`config.mk`:
```
export PLATFORM = sky130hd
export DESIGN_NAME = button_event_decoder_flat
export DESIGN_NICKNAME = d
export VERILOG_FILES = /design/src/rtl/button_event_if.sv /design/src/rtl/button_event_decoder.sv /design/src/flat_wrapper.sv
export SDC_FILE = /design/constraint.sdc
export NUM_CORES = 1
export LEC_CHECK = 0
export CAP_MARGIN = 10
export CORE_MARGIN = 4
export CORE_UTILIZATION = 50
export CTS_BUF_LIST = sky130_fd_sc_hd__clkbuf_16
export DETAILED_ROUTE_END_ITERATION = 12
export PLACE_DENSITY = 0.7
export SETUP_SLACK_MARGIN = 0.4
export SLEW_MARGIN = 20
export SYNTH_ARGS = -nofsm -noshare
export SYNTH_HDL_FRONTEND = slang
export SYNTH_SLANG_ARGS = --single-unit
```
`constraint.sdc`:
```
create_clock -name clk -period 2.1 [get_ports clk]
set_input_delay 0.42 -clock clk [delete_from_list [all_inputs] [get_ports clk]]
set_output_delay 0.42 -clock clk [all_outputs]
set_load 0.005 [all_outputs]
```
`src/rtl/button_event_if.sv`:
```
// Button event bundle: debounced level in, decoded event pulses and held level out.
interface button_event_if;
  logic btn_level;
  logic evt_short;
  logic evt_double;
  logic evt_long;
  logic evt_repeat;
  logic btn_held;

  modport master (
    output btn_level,
    input  evt_short, evt_double, evt_long, evt_repeat, btn_held
  );

  modport slave (
    input  btn_level,
    output evt_short, evt_double, evt_long, evt_repeat, btn_held
  );
endinterface

```
`src/rtl/button_event_decoder.sv`:
```
// Decodes a debounced button into short / double / long / auto-repeat event pulses.
// Define BUTTON_EVENT_REPEAT_EN to enable auto-repeat pulses while held after a long press.
module button_event_decoder #(
  parameter int TICK_DIV     = 27000,
  parameter int LONG_TICKS   = 800,
  parameter int DOUBLE_TICKS = 250,
  parameter int REPEAT_TICKS = 100
) (
  input  logic           clk,
  input  logic           rst_n,
  button_event_if.slave  bus
);

  localparam int MAX_LD    = (LONG_TICKS > DOUBLE_TICKS) ? LONG_TICKS : DOUBLE_TICKS;
  localparam int MAX_TICKS = (MAX_LD > REPEAT_TICKS) ? MAX_LD : REPEAT_TICKS;
  localparam int CW        = $clog2(MAX_TICKS + 1);
  localparam int PW        = (TICK_DIV > 1) ? $clog2(TICK_DIV) : 1;

  // state | meaning: IDLE released, PRESS1 first press, GAP waiting for second press,
  // PRESS2 second press, HELD long press qualified and still held
  typedef enum logic [2:0] {
    S_IDLE,
    S_PRESS1,
    S_GAP,
    S_PRESS2,
    S_HELD
  } state_t;

  state_t        state_q, state_d;
  logic [PW-1:0] pre_q, pre_d;
  logic [CW-1:0] cnt_q, cnt_d, cnt_inc;
  logic          held_q;
  logic          rise, fall, edge_any, tick;
  logic          reach_long, reach_double;
  logic          evt_short_q, evt_short_d;
  logic          evt_double_q, evt_double_d;
  logic          evt_long_q, evt_long_d;

  assign rise     = bus.btn_level & ~held_q;
  assign fall     = ~bus.btn_level & held_q;
  assign edge_any = rise | fall;
  assign tick     = (pre_q == PW'(TICK_DIV - 1));

  // Saturating increment; thresholds test the value the counter is about to take.
  assign cnt_inc      = (cnt_q == {CW{1'b1}}) ? cnt_q : cnt_q + 1'b1;
  assign reach_long   = tick && (cnt_inc >= CW'(LONG_TICKS));
  assign reach_double = tick && (cnt_inc >= CW'(DOUBLE_TICKS));

`ifdef BUTTON_EVENT_REPEAT_EN
  logic evt_repeat_q, evt_repeat_d;
  logic reach_repeat;

  assign reach_repeat   = tick && (cnt_inc >= CW'(REPEAT_TICKS));
  assign bus.evt_repeat = evt_repeat_q;

  always_ff @(posedge clk or negedge rst_n) begin
    if (!rst_n) evt_repeat_q <= 1'b0;
    else        evt_repeat_q <= evt_repeat_d;
  end
`else
  assign bus.evt_repeat = 1'b0;
`endif

  always_comb begin
    state_d      = state_q;
    evt_short_d  = 1'b0;
    evt_double_d = 1'b0;
    evt_long_d   = 1'b0;
`ifdef BUTTON_EVENT_REPEAT_EN
    evt_repeat_d = 1'b0;
`endif
    if (edge_any || tick) pre_d = '0;
    else                  pre_d = pre_q + 1'b1;
    if (edge_any)  cnt_d = '0;
    else if (tick) cnt_d = cnt_inc;
    else           cnt_d = cnt_q;

    // Edge checks come first so a coincident threshold is suppressed.
    case (state_q)
      S_IDLE: begin
        if (rise) state_d = S_PRESS1;
      end
      S_PRESS1: begin
        if (fall) state_d = S_GAP;
        else if (reach_long) begin
          evt_long_d = 1'b1;
          cnt_d      = '0;
          state_d    = S_HELD;
        end
      end
      S_GAP: begin
        if (rise) state_d = S_PRESS2;
        else if (reach_double) begin
          evt_short_d = 1'b1;
          state_d     = S_IDLE;
        end
      end
      S_PRESS2: begin
        if (fall) begin
          evt_double_d = 1'b1;
          state_d      = S_IDLE;
        end else if (reach_long) begin
          evt_long_d = 1'b1;
          cnt_d      = '0;
          state_d    = S_HELD;
        end
      end
      S_HELD: begin
        if (fall) state_d = S_IDLE;
`ifdef BUTTON_EVENT_REPEAT_EN
        else if (reach_repeat) begin
          evt_repeat_d = 1'b1;
          cnt_d        = '0;
        end
`endif
      end
      default: state_d = S_IDLE;
    endcase
  end

  always_ff @(posedge clk or negedge rst_n) begin
    if (!rst_n) begin
      state_q      <= S_IDLE;
      pre_q        <= '0;
      cnt_q        <= '0;
      held_q       <= 1'b0;
      evt_short_q  <= 1'b0;
      evt_double_q <= 1'b0;
      evt_long_q   <= 1'b0;
    end else begin
      state_q      <= state_d;
      pre_q        <= pre_d;
      cnt_q        <= cnt_d;
      held_q       <= bus.btn_level;
      evt_short_q  <= evt_short_d;
      evt_double_q <= evt_double_d;
      evt_long_q   <= evt_long_d;
    end
  end

  assign bus.evt_short  = evt_short_q;
  assign bus.evt_double = evt_double_q;
  assign bus.evt_long   = evt_long_q;
  assign bus.btn_held   = held_q;

endmodule

```
`src/flat_wrapper.sv`:
```
// flat-port wrapper written by rule: the top's interface ports become plain ports
module button_event_decoder_flat 
#(
  parameter int TICK_DIV     = 27000,
  parameter int LONG_TICKS   = 800,
  parameter int DOUBLE_TICKS = 250,
  parameter int REPEAT_TICKS = 100
)
  (clk, rst_n, bus_btn_level, bus_evt_short, bus_evt_double, bus_evt_long, bus_evt_repeat, bus_btn_held);
  button_event_if bus_i ();
  input  logic clk;
  input  logic rst_n;
  input wire logic [$bits(bus_i.btn_level)-1:0] bus_btn_level;
  output wire logic [$bits(bus_i.evt_short)-1:0] bus_evt_short;
  output wire logic [$bits(bus_i.evt_double)-1:0] bus_evt_double;
  output wire logic [$bits(bus_i.evt_long)-1:0] bus_evt_long;
  output wire logic [$bits(bus_i.evt_repeat)-1:0] bus_evt_repeat;
  output wire logic [$bits(bus_i.btn_held)-1:0] bus_btn_held;
  assign bus_i.btn_level = bus_btn_level;
  assign bus_evt_short = bus_i.evt_short;
  assign bus_evt_double = bus_i.evt_double;
  assign bus_evt_long = bus_i.evt_long;
  assign bus_evt_repeat = bus_i.evt_repeat;
  assign bus_btn_held = bus_i.btn_held;
  button_event_decoder #(.TICK_DIV(TICK_DIV), .LONG_TICKS(LONG_TICKS), .DOUBLE_TICKS(DOUBLE_TICKS), .REPEAT_TICKS(REPEAT_TICKS)) u_core (.clk(clk), .rst_n(rst_n), .bus(bus_i));
endmodule
```
**Run 1: floorplan with the power grid**

(6 px per um) Pins as bars on the die edge. Tap cells in gray.
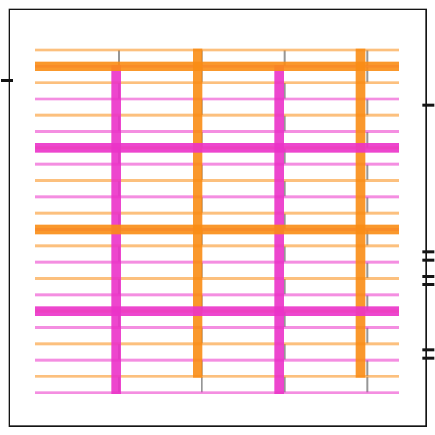
orange -> VDD
magenta -> VSS
signal pins = 8
rows = 21
tap cells = 46

**Run 1: wiring by layer**

(6 px per um) Only two layers are drawn.
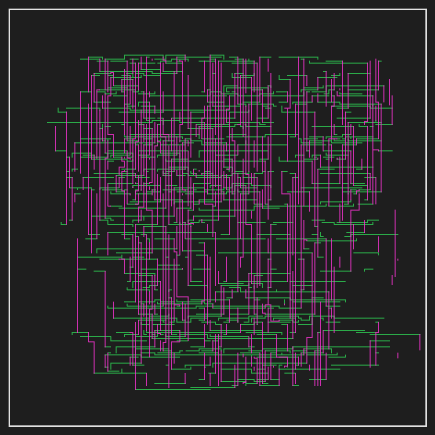
green -> M1  # wire length 2,060 um
magenta -> M2  # wire length 2,410 um

**Run 1: metal 2**

(6 px per um) Cells faint in the background.
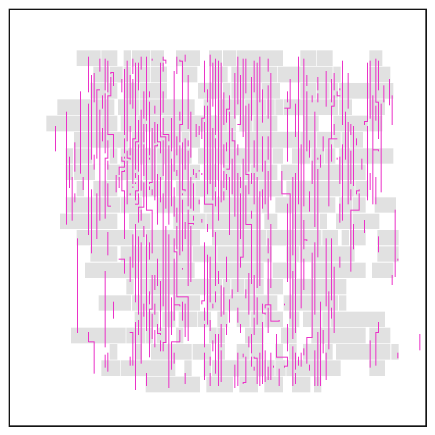
wire length on this layer = 2,410 um
longest straight run = 27.2 um

**Run 1: a small window of the routed layout**

Region (15, 15) to (55, 55) um. Cells in gray, sequential cells in the stronger gray; small squares are vias.
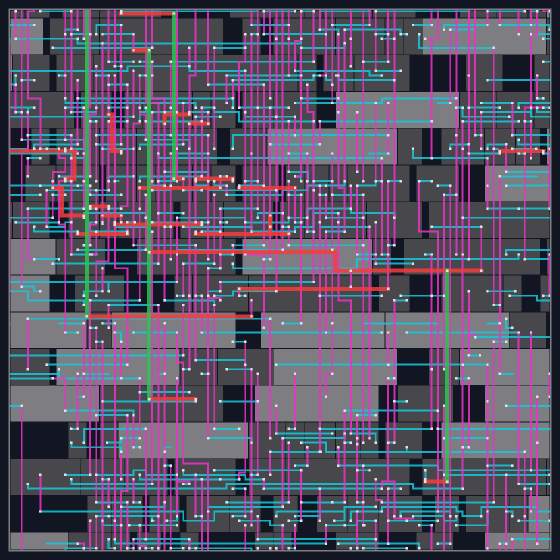
green -> M4
red -> M3
magenta -> M2
cyan -> M1
most frequent = buf_4 (15), dfrtp_1 (13), nor2_1 (11)
sequential cells in the window = 17
cells with their middle in the window = 124
netlist names of flops here include = u_core.pre_q (7), u_core.cnt_q (6)

==> deck_impl_summary.md, run 1 <==
Synthesis and Place & Route Summary

Job
  • OpenROAD warning count: 30
  • Max_cap viols: 0

Yosys
  • Ys async rst share: 100%
  • Register area share after synthesis: about 43%
  • Yosys chip area: about 1900 um^2
  • Main flop type: dfrtp_1
  • Syn Area/Cell: just under 10 um^2
  • Syn Inst Count: about 190
  • Floorplan Nets: 199
  • Synth Register Bits: 32
  • Number of synthesized flops with an enable pin: 0
  • Top-count cell post-synth: dfrtp_1
  • Most instantiated cells after synthesis: 32 x dfrtp_1, 30 x nor2_1, 13 x nand2_1
  • Synth area leader: dfrtp_1
  • Post-Syn Area: around 1900 um^2
  • Dominant cell area share: between 40% and 50%
  • Post-synth cell types: about 48
  • Largest cells by area: dfrtp_1 43%, nor2_1 6.0%, xor2_1 5.1%
  • # Cells Yosys: ~190
  • Synth warn: 0

Finish
  • Layout cells sized above 1: around 31%
  • # nets final: approximately 240
  • N_diodes: 0
  • Design Area, Final: ~2500 um^2
  • Cell Count, Final, Fillers Out: between 200 and 300
  • Final core occ: a little under three quarters
  • Area Overhead vs Synth: 31.2%

Power
  • Pwr per Cell Area: 660 nW/um^2
  • Net Sw Frac: roughly 22%
  • Total power: 1.62 mW
  • Worst vdd ir: 0.473 mV
  • Pint: approximately 1.3 mW
  • Clock power frac: between 40% and 50%
  • Flop pwr share: between 40% and 50%
  • Sw Pwr: ~0.36 mW
  • Logic gate share of total power: 9.0%
  • Lkg Pwr: approximately 1.0 nW

GRT
  • Largest net degree at the start of global routing: 33
  • Antenna violations before repair: 0
  • Number of global-route vias before repair: 1,430
  • Total track usage: between 10% and 20%
  • Grt ovf: 0
  • Global-route wire length before repair: around 7.0 mm

Floorplanning
  • Core footprint: roughly 3500 um^2
  • Die Footprint: around 4800 um^2
  • I/O pin total: 8
  • Die Span X: just under 70 um
  • FP Rows: 21
  • Die Ht: 69.2 um
  • Initial Util: 54.0%

Final timing
  • Endpoints failing setup: 0
  • Period minus WS final: ~1.9 ns
  • Fin Hold WS: between 0.5 and 0.6 ns
  • Fmax: around 0.53 GHz
  • Unrepaired setup endpoints after global routing: true
  • Final Cycle Share: between 80 and 90%
  • Setup Skew: ~0.0022 ns
  • Fin. Hold Viols: 0
  • Final setup TNS: 0 ns
  • Slew Limit Fails: 0
  • Final worst setup slack: ~0.21 ns

Place
  • Placed inst area: around 2000 um^2
  • Pre-CTS setup slack: 0.0471 ns
  • DPL Wire Length: 2.74 mm
  • Placed instance count: around 250
  • Final GP Congestion: about 0.86
  • I/O Buffers: 6

Route
  • Antenna violation net count after detailed routing: 0
  • DR iter-0 viols: ~160
  • Via count: between 1,500 and 2,000
  • Routed WL: roughly 4.8 mm
  • Post-route DRC: 0
  • DR pass1 iterations: 5
  • DR WL/cell: about 17 um
  • Via density: roughly 6

Worst setup path
  • Crit-path max FO: 6
  • Max stage delay on crit path: 0.44 ns
  • Critical path class: reg2reg
  • Critical Path, Cell by Cell: and4bb_1 > nand4_1 > buf_6 > nor3_2 > buf_4 > and4_4 > a211oi_2
  • CP delay by family, top: simple AND/OR/NAND/NOR gates
  • CP required: between 2 and 2.5 ns
  • Type of origin of the critical path: flop
  • WP data arrival: slightly above 2 ns
  • Slowest CP cell: dfrtp_1
  • CP endpoint kind: flop
  • CP bufs+invs: 2

Clock network
  • CTS Root Cell: clkbuf_16
  • Worst-Skew Late Latency: roughly 0.28 ns
  • CTS tree: yes
  • Clock Sink Count: 32
  • TritonCTS Buffers: 5
  • CTS H-tree depth: 2
  • CTS max path bufs: 2
  • Clock Pin Slew Worst Setup and Hold Paths: around 0.050 ns

Hold path
  • HP Class: reg2reg

Outcome
  • Outcome: completed
==> run 1: worst reg2reg max path: stages, from the launching register on <==
cell and delay (ns):
dfrtp_1 0.44, and4bb_1 0.29, nand4_1 0.19, buf_6 0.19, nor3_2 0.20, buf_4 0.17
and4_4 0.23, a211oi_2 0.06
==> run 1: kinds of logic (layout without fill, tap and decap cells) <==
kind of cell	Yosys count	in the layout	share of synthesized area [%]
buf+inv	12	51	3.54
fa+ha+maj	4	4	2.67
compound gates	28	28	14.1
other cells	1	1	0.200
xor+xnor	15	15	7.01
simple gates	97	97	28.1
mux	3	3	1.67
flops	32	32	42.7
==> run 1: cells in the final DEF, fill, tap and decap left out, types with 5 or more instances in the layout <==
cell,count
clkbuf_16,5
nand2_1,12
dfrtp_2,6
and3_1,7
nand3_1,8
clkdlybuf4s50_1,6
nand2b_1,6
dfrtp_1,26
buf_6,5
inv_1,5
nor2_1,30
buf_4,27
a21oi_1,5
nand4_1,6
xor2_1,11
==> run 1: power by group through the flow <==
stage                     combinational (mW)  clock, mW  sequential (mW)
final                                  0.146      0.802            0.676
after global routing                   0.163      0.837            0.679
after CTS                              0.135      0.811            0.673
after detailed placement               0.123          0            0.681
after global placement                 0.117          0            0.680
after floorplan                       0.0791          0            0.674
==> run 1: final cells by class <==
type                    count  area [um^2]
repair buffers             38          319
fillers                   251         1010
clock buffers               5          125
well taps                  46         57.6
inverters                   5         18.8
clock inverters             3         38.8
multi-input cells         148         1090
flip-flops and latches     32          808
==> run 1: timing repair <==
| item | 4_1_cts | 5_1_grt |
|---|---|---|
| resized | 10 | 19 |
| hold buffers | 0 | 0 |
| pin swaps | 1 | 10 |
| gates cloned | 0 | 1 |
| buffers inserted | 5 | 15 |
| setup endpoints to repair | 17 | 27 |
==> run 1: registers in the layout, summed over array words and instances (netlist names) <==
signal                 cells
u_core.pre_q              15
u_core.bus.evt_long        1
u_core.bus.btn_held        1
u_core.bus.evt_short       1
u_core.cnt_q              10
u_core.bus.evt_double      1
u_core.state_q             3
==> run 1: worst paths after layout <==
kind,to,slack (ns),cells past startpoint,start
setup / recovery,u_core.cnt_q[9],0.21,7,u_core.pre_q[3]
hold / removal,u_core.state_q[0],0.53,1,u_core.state_q[2]
setup reg to reg,u_core.cnt_q[9],0.21,7,u_core.pre_q[3]
hold reg to reg,u_core.state_q[0],0.53,1,u_core.state_q[2]
max in group asynchronous,u_core.cnt_q[6],1.24,2,rst_n
min in group asynchronous,u_core.pre_q[5],0.55,2,rst_n
==> run 1: routing by layer <==
| layer | global-route usage [%] | vias up | share of wire [%] |
|---|---|---|---|
| met3 | 4.49 | 9 | 4.4 |
| met5 | 0 | - | 0 |
| met2 | 29.8 | 63 | 51 |
| met4 | 5.86 | 0 | 1.6 |
| li1 | - | 766 | - |
| met1 | 23.2 | 815 | 43 |
==> run 1 -> run 2 <==
--- a/config.mk
+++ b/config.mk
@@ -5,11 +5,13 @@
 export SDC_FILE = /design/constraint.sdc
 export NUM_CORES = 1
 export LEC_CHECK = 0
+export ABC_CLOCK_PERIOD_IN_PS = 2100
 export CAP_MARGIN = 10
 export CORE_MARGIN = 4
 export CORE_UTILIZATION = 50
 export CTS_BUF_LIST = sky130_fd_sc_hd__clkbuf_16
 export DETAILED_ROUTE_END_ITERATION = 12
+export GPL_TIMING_DRIVEN = 0
 export PLACE_DENSITY = 0.7
 export SETUP_SLACK_MARGIN = 0.4
 export SLEW_MARGIN = 20
**Run 2: floorplan with the power grid**

(6 px per um) Pins as bars on the die edge. Tap cells in gray.
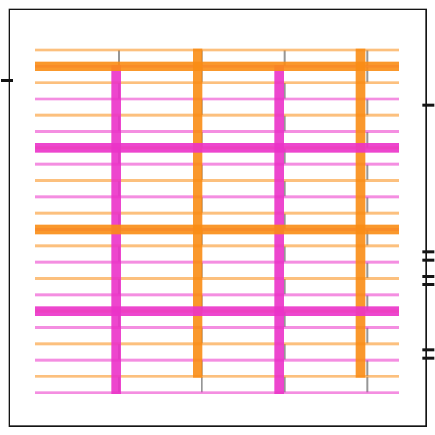
orange -> VDD
magenta -> VSS
met5 straps = 4
rows = 21
signal pins = 8
worst vdd ir: 0.397 mV
core footprint: 3470 um^2
Die Ht: 69.2 um

**Run 2: metal 2**

(6 px per um) Cells faint in the background.
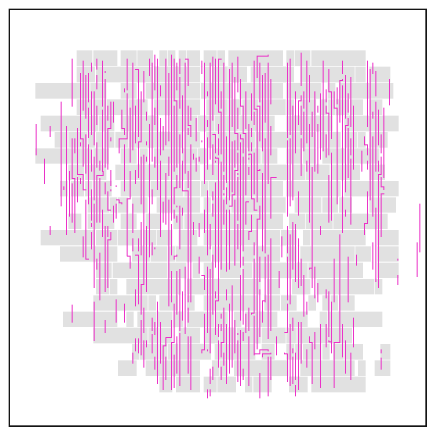
nets with wire on the layer = 230
share of all routed wire = 50%
main direction = vertical
wire length on this layer = 2,740 um
met2 Resource Use GR: 33.5%
Routed WL: 5.46 mm
via count: 1,778

==> run 2 against run 1 <==
Non-clock buffer count grew 18. Power shrank 3.2%. Wire length is 15% higher. Flip-flop count stayed put. First-iteration DRC count rose by 18%. Synthesized cell count is the same. Sequential power hardly changed. Critical path type unchanged. Largest cell class unchanged. Largest power group unchanged.
==> deck_impl_summary.md, run 2 <==
Synthesis and Place & Route Summary

Finish
  • Leading registers by flop count: u_core.pre_q x15, u_core.cnt_q x10, u_core.state_q x3
  • Most flop-heavy register: u_core.pre_q
  • Cell Count, Final, Fillers Out: around 300
  • FF+latch area: 808 um^2
  • Final core occ: 77.9%
  • Layout cells sized above 1: 38.2%
  • Logic area: about 1200 um^2
  • Filler cell count: between 200 and 250
  • Area Overhead vs Synth: 44.1%
  • Largest register FFs: 15
  • Most instantiated logic cell after routing: buf_4
  • Top cells excl fill/tap: 38 x buf_4, 27 x nor2_1, 26 x dfrtp_1
  • # nets final: 255

Worst setup path
  • Critical Path, Cell by Cell: buf_6 > and4_1 > buf_6 > nand4_1 > a211oi_4 > o41ai_4 > buf_4 > buf_12 > a211oi_4
  • CP required: 2.28 ns
  • Type of origin of the critical path: flop
  • Max stage delay on crit path: roughly 0.36 ns
  • Critical path class: reg2reg
  • Crit-path max FO: 5
  • Worst Setup SP: u_core.cnt_q[2]
  • WP data arrival: approximately 2.2 ns
  • Reg2Reg Launch Point: u_core.cnt_q[2]
  • Slowest CP cell: a211oi_4

Floorplanning
  • FP Rows: 21
  • Die Span X: 69.2 um
  • Die Footprint: around 4800 um^2
  • Initial Util: 54.0%
  • I/O pin total: 8

Job
  • Max_cap viols: 0
  • OpenROAD warning count: 30

Yosys
  • Post-Syn Area: between 1500 and 2000 um^2
  • Register area share after synthesis: approximately 43%
  • Main flop type: dfrtp_1
  • Most instantiated cells after synthesis: 32 x dfrtp_1, 30 x nor2_1, 13 x nand2_1
  • Syn Area/Cell: between 9 and 10 um^2
  • Ys async rst share: 100%
  • # Cells Yosys: between 150 and 200
  • Post-synth cell types: 48
  • Floorplan Nets: around 200
  • Largest cells by area: dfrtp_1 43%, nor2_1 6.0%, xor2_1 5.1%
  • Synth Register Bits: 32
  • Dominant cell area share: ~43%
  • Yosys chip area: around 1900 um^2
  • Synth warn: 0
  • Top-count cell post-synth: dfrtp_1
  • Syn Inst Count: 192
  • Synth area leader: dfrtp_1
  • Number of synthesized flops with an enable pin: 0

GRT
  • Total track usage: between 20% and 30%
  • Number of global-route vias before repair: 1,646
  • Global-route wire length before repair: 8.12 mm
  • Antenna violations before repair: 0
  • Grt ovf: 0
  • Largest net degree at the start of global routing: 33

Clock network
  • Clock Pin Slew Worst Setup and Hold Paths: approximately 0.06 ns
  • # hold bufs at CTS: 0
  • Clock Sink Count: 32
  • CTS max path bufs: 2
  • Worst-Skew Late Latency: 0.28 ns
  • TritonCTS Buffers: 5
  • CTS Root Cell: clkbuf_16
  • CTS tree: yes

Place
  • Placed instance count: between 200 and 250
  • Final GP Congestion: 0.855
  • I/O Buffers: 6
  • DPL Wire Length: about 2.6 mm

Final timing
  • Fmax: about 0.5 GHz
  • Fin. Hold Viols: 0
  • Slew Limit Fails: 0
  • Period minus WS final: 1.98 ns
  • Setup Skew: 0.00659 ns
  • Unrepaired setup endpoints after global routing: true
  • Final Cycle Share: a little over nine tenths
  • Endpoints failing setup: 0

Route
  • Antenna violation net count after detailed routing: 0
  • DR iter-0 viols: approximately 190
  • DR pass1 iterations: 4
  • Via density: 6.03
  • DR WL/cell: 18.5 um

Hold path
  • HP Class: in2async

Outcome
  • Outcome: completed

Power
  • Lkg Pwr: between 1 and 1.5 nW
**Run 2: a small window of the routed layout**

Region (15, 15) to (55, 55) um. Cells in gray, sequential cells in the stronger gray; small squares are vias.
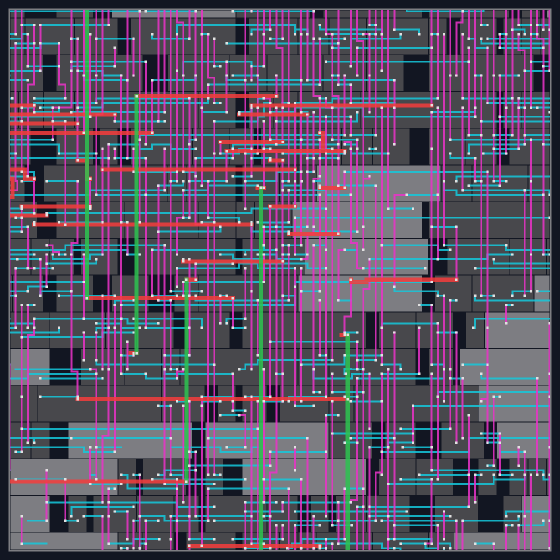

[run 2: cell counts after synthesis]
Identical to the previous run, type by type.
[run 2: kinds of logic after synthesis]
| family | count (synthesis) | share of synthesized area [%] |
|---|---|---|
| buffers and inverters | 12 | 3.54 |
| xor gates and xnor gates | 15 | 7.01 |
| AOI/OAI and AO/OA | 28 | 14.1 |
| adders and majority gates | 4 | 2.67 |
| muxes | 3 | 1.67 |
| DFF | 32 | 42.7 |
| and+or+nand+nor | 97 | 28.1 |
| other | 1 | 0.200 |
[run 2: metrics by stage]
step | total power, mW | hold WS, ns | instance area (um^2) | worst slack (ns) | setup TNS, ns
global placement | 0.792 | 0.487 | 2010 | -0.307 | -2.90
global route | 1.63 | 0.263 | 2700 | 0.0437 | 0
finish | 1.57 | 0.193 | 2700 | 0.122 | 0
floorplan | 0.753 | 0.124 | 1890 | 0.247 | 0
detailed placement | 0.796 | 0.492 | 2000 | -0.367 | -3.51
CTS | 1.54 | 0.217 | 2470 | 0.160 | 0
[run 2: repair_timing]
item                       in CTS  in global routing
cloned                          1                  1
pin swaps                      12                 17
buffers inserted               26                 15
gates resized                  20                 34
setup endpoints to repair      26                 28
[run 2: final timing paths]
path,end,slack [ns]
worst max-delay path,u_core.cnt_q[5],0.12
worst min-delay path,u_core.pre_q[8],0.19
worst max register to register,u_core.cnt_q[5],0.12
worst min register to register,u_core.state_q[0],0.53
max in group asynchronous,u_core.cnt_q[4],1.38
min in group clk,u_core.bus.btn_held,0.35
[run 2: cell type report]
type / count / share of cell area, %
multi-input combinational: 148 / 43.1
sequential: 32 / 29.9
timing repair buffer: 49 / 16.4
buffer: 7 / 2.64
clock buffer: 5 / 4.63
tap: 46 / 2.13
inverter: 5 / 0.695
clock inverter: 3 / 0.556
[run 2: critical path, delay by kind of cell (launching register included)]
family          cells  cell delay (ns)
compound gates      3             0.65
buf+inv             4             0.50
simple gates        2             0.39
flops               1             0.34
[run 2: layer usage]
metal	share of wire (%)	vias to the layer above	track usage [%]
li1	-	797	-
met1	42	896	27.0
met2	50	72	33.5
met3	5.5	13	6.67
met4	2.4	0	8.68
met5	0	-	0
[run 2: power by group]
group          internal [mW]  switching, mW
sequential             0.642         0.0339
clock                  0.430          0.270
combinational          0.102         0.0959
**Run 2: wiring by layer**

(6 px per um) Only two layers are drawn.
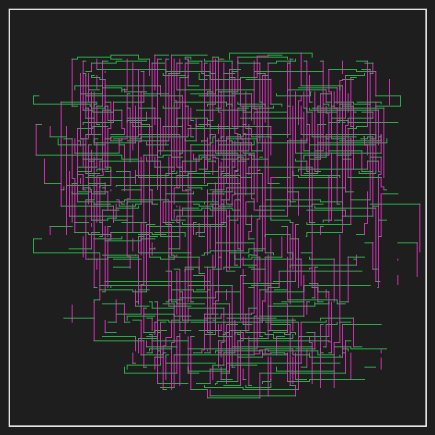

==> run 2 -> run 3 <==
--- a/config.mk
+++ b/config.mk
@@ -7,7 +7,7 @@
 export LEC_CHECK = 0
 export ABC_CLOCK_PERIOD_IN_PS = 2100
 export CAP_MARGIN = 10
-export CORE_MARGIN = 4
+export CORE_MARGIN = 5
 export CORE_UTILIZATION = 50
 export CTS_BUF_LIST = sky130_fd_sc_hd__clkbuf_16
 export DETAILED_ROUTE_END_ITERATION = 12
**Run 3: wiring by layer**

(6 px per um) Only two layers are drawn.
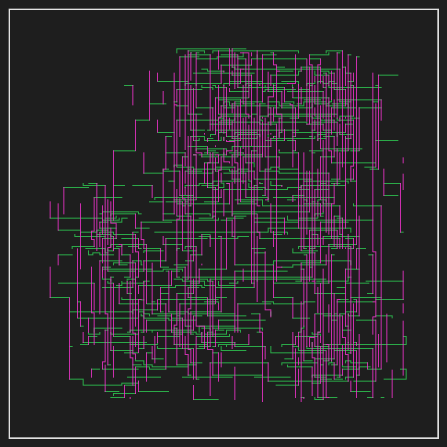
green -> M1  # wire length 1,980 um
magenta -> M2  # wire length 2,450 um

**Run 3: floorplan with the power grid**

(6 px per um) Pins as bars on the die edge. Tap cells in gray.
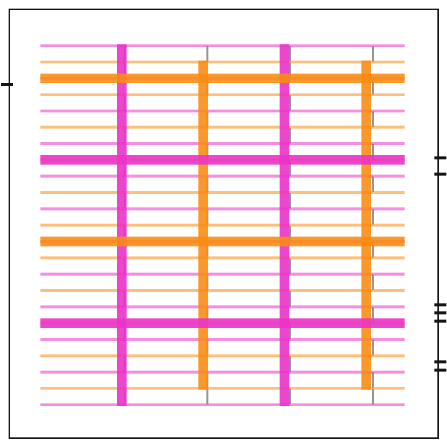
orange -> VDD
magenta -> VSS
signal pins = 8
met1 rails = 23
Die Ht: 71.2 um
Die Span X: 71.2 um

**Run 3: metal 2**

(6 px per um) Cells faint in the background.
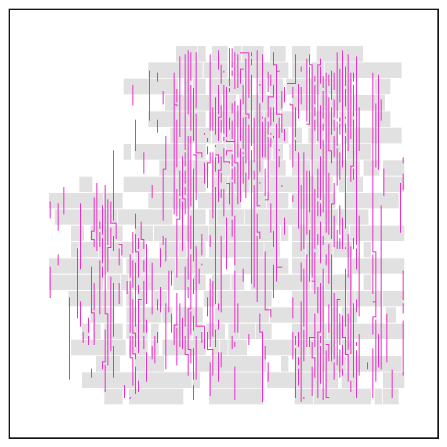
share of all routed wire = 50%
wire length on this layer = 2,450 um
main direction = vertical
longest straight run = 35.4 um
nets with wire on the layer = 213

==> run 3 against run 2 <==
Clock skew is 0.0032 ns higher. Core utilization is 7.3 points lower. Critical path depth is 2 lower. Maximum frequency is 1.0% higher. Largest power group unchanged.
==> deck_impl_summary.md, run 3 <==
Synthesis and Place & Route Summary

Outcome
  • Outcome: completed

Route
  • Via density: 6.14
  • DR WL/cell: approximately 17 um
  • Via count: about 1,700
  • Antenna violation net count after detailed routing: 0
  • DR iter-0 viols: ~170
  • Routed WL: 4.91 mm
  • DR pass1 iterations: 4
  • Post-route DRC: 0

Floorplanning
  • Initial Util: around half
  • Die Footprint: 5070 um^2
  • FP Rows: 22
  • Core footprint: approximately 3600 um^2
  • I/O pin total: 8

Final timing
  • Setup Skew: slightly below 0.01 ns
  • Unrepaired setup endpoints after global routing: true
  • Slew headroom: about 53%
  • Endpoints failing setup: 0
  • Final setup TNS: 0 ns
  • Slew Limit Fails: 0
  • Fmax: 0.511 GHz
  • Period minus WS final: between 1.5 and 2 ns
  • Worst slew pin tran: slightly above 0.7 ns
  • Fin. Hold Viols: 0
  • Final worst setup slack: 0.142 ns
  • Final Cycle Share: 93.3%

Power
  • Pwr per Cell Area: approximately 600 nW/um^2
  • Worst vdd ir: 0.462 mV
  • Total power: 1.55 mW
  • Sw Pwr: slightly below 0.4 mW
  • Lkg Pwr: 1.10 nW
  • Pint: approximately 1.2 mW
  • Logic gate share of total power: about an eighth
  • Net Sw Frac: roughly a quarter
  • Clock power frac: 44.4%
  • Flop pwr share: between 40 and 50%

Clock network
  • Clock Pin Slew Worst Setup and Hold Paths: around 0.06 ns
  • TritonCTS Buffers: 5
  • Clock Sink Count: 32
  • CTS tree: yes
  • Worst-Skew Late Latency: ~0.28 ns
  • # hold bufs at CTS: 0
  • CTS max path bufs: 2
  • CTS H-tree depth: 2
  • CTS Root Cell: clkbuf_16

Finish
  • Top cells excl fill/tap: 26 x dfrtp_1, 25 x nor2_1, 25 x buf_4
  • Logic area: 1190 um^2
  • Final core occ: between 70% and 80%
  • Layout cells sized above 1: 36.1%
  • N_diodes: 0
  • FF+latch area: between 800 and 900 um^2
  • Largest register FFs: 15
  • Filler cell count: 257
  • Most flop-heavy register: u_core.pre_q
  • # nets final: about 240
  • Most instantiated logic cell after routing: dfrtp_1
  • Design Area, Final: 2570 um^2
  • Area Overhead vs Synth: 36.9%
  • Leading registers by flop count: u_core.pre_q x15, u_core.cnt_q x10, u_core.state_q x3

Worst setup path
  • CP required: between 2 and 2.5 ns
  • Critical Path, Cell by Cell: ha_4 > and4_1 > nand4_1 > a21o_4 > o41ai_4 > buf_4 > nor2_1
  • Crit-path max FO: 6
  • CP delay by family, top: AND-OR/OR-AND gates
  • Type of origin of the critical path: flop
  • Reg2Reg Launch Point: u_core.pre_q[1]
  • Max stage delay on crit path: around 0.42 ns
  • CP endpoint kind: flop
  • Slowest CP cell: dfrtp_1
  • WP data arrival: 2.11 ns
  • Worst Setup SP: u_core.pre_q[1]
  • CP bufs+invs: 1
  • Critical path class: reg2reg

GRT
  • Global-route wire length before repair: 7.12 mm
  • Number of global-route vias before repair: around 1,500
  • Largest net degree at the start of global routing: 33
  • Grt ovf: 0
  • Total track usage: roughly 18%
  • Antenna violations before repair: 0

Yosys
  • Dominant cell area share: between 40% and 50%
  • Most instantiated cells after synthesis: 32 x dfrtp_1, 30 x nor2_1, 13 x nand2_1
  • Number of synthesized flops with an enable pin: 0
  • Top-count cell post-synth: dfrtp_1
  • Post-synth cell types: approximately 48
  • Syn Area/Cell: between 9 and 10 um^2
  • Main flop type: dfrtp_1
  • Largest cells by area: dfrtp_1 43%, nor2_1 6.0%, xor2_1 5.1%
  • Synth warn: 0
  • Synth area leader: dfrtp_1
  • Floorplan Nets: ~200
  • Syn Inst Count: 192
  • Yosys chip area: around 1900 um^2
  • Post-Syn Area: between 1500 and 2000 um^2
  • # Cells Yosys: ~190
  • Synth Register Bits: 32
  • Register area share after synthesis: 42.7%
  • Ys async rst share: 100%

Place
  • Final GP Congestion: 0.810
  • Pre-CTS setup slack: -0.347 ns
  • I/O Buffers: 6
  • Placed inst area: about 2000 um^2
  • DPL Wire Length: 2.73 mm

Hold path
  • HP Class: in2async

Job
  • Max_cap viols: 0
  • OpenROAD warning count: 30
==> run 3: cells by family (layout without fill, tap and decap cells) <==
family	Yosys count	after routing	share of synthesized area, %
simple gates	97	97	28.1
flops	32	32	42.7
compound gates	28	28	14.1
xor+xnor	15	15	7.01
buf+inv	12	53	3.54
fa+ha+maj	4	4	2.67
mux	3	3	1.67
other cells	1	1	0.200
==> run 3: area by class of cell <==
type / count / share of cell area, %
multi-input combinational: 148 / 46.4
sequential: 32 / 31.5
timing repair buffer: 33 / 10.7
clock buffer: 5 / 4.88
buffer: 7 / 2.93
tap: 48 / 2.34
inverter: 5 / 0.731
clock inverter: 3 / 0.536
==> run 3: repair_timing <==
action,in CTS,in global routing
setup buffers,14,11
endpoints found under the setup margin,27,25
resized,18,35
gates cloned,0,2
pin swaps,8,16
==> run 3: worst paths after layout <==
kind / to / slack (ns) / cells after the start
setup / recovery: u_core.cnt_q[2] / 0.14 / 7
hold / removal: u_core.bus.evt_long / 0.19 / 1
setup reg to reg: u_core.cnt_q[2] / 0.14 / 7
hold reg to reg: u_core.state_q[0] / 0.53 / 1
max in group asynchronous: u_core.cnt_q[3] / 1.40 / 1
min in group clk: u_core.state_q[0] / 0.53 / 1
==> run 3: power by group through the flow <==
stage,Clock (mW),Sequential [mW],Combinational [mW]
after detailed placement,0,0.681,0.118
final,0.687,0.675,0.186
after global placement,0,0.680,0.113
after global routing,0.749,0.679,0.207
after floorplan,0,0.674,0.0791
after CTS,0.704,0.672,0.143
==> run 3: metal layers <==
metal	wire length, um	global-route usage (%)	vias to the layer above
met5	0	0	-
met2	2450	28.7	85
li1	-	-	771
met1	1980	22.4	851
met4	135	9.39	0
met3	339	5.61	19
==> run 3: per-stage QoR <==
stage	hold slack [ns]	instances
finish	0.188	281
global route	0.249	281
CTS	0.207	268
detailed placement	0.506	246
global placement	0.477	246
floorplan	0.124	192
Power figures rest on the tool's default switching activity, not on a simulated workload.
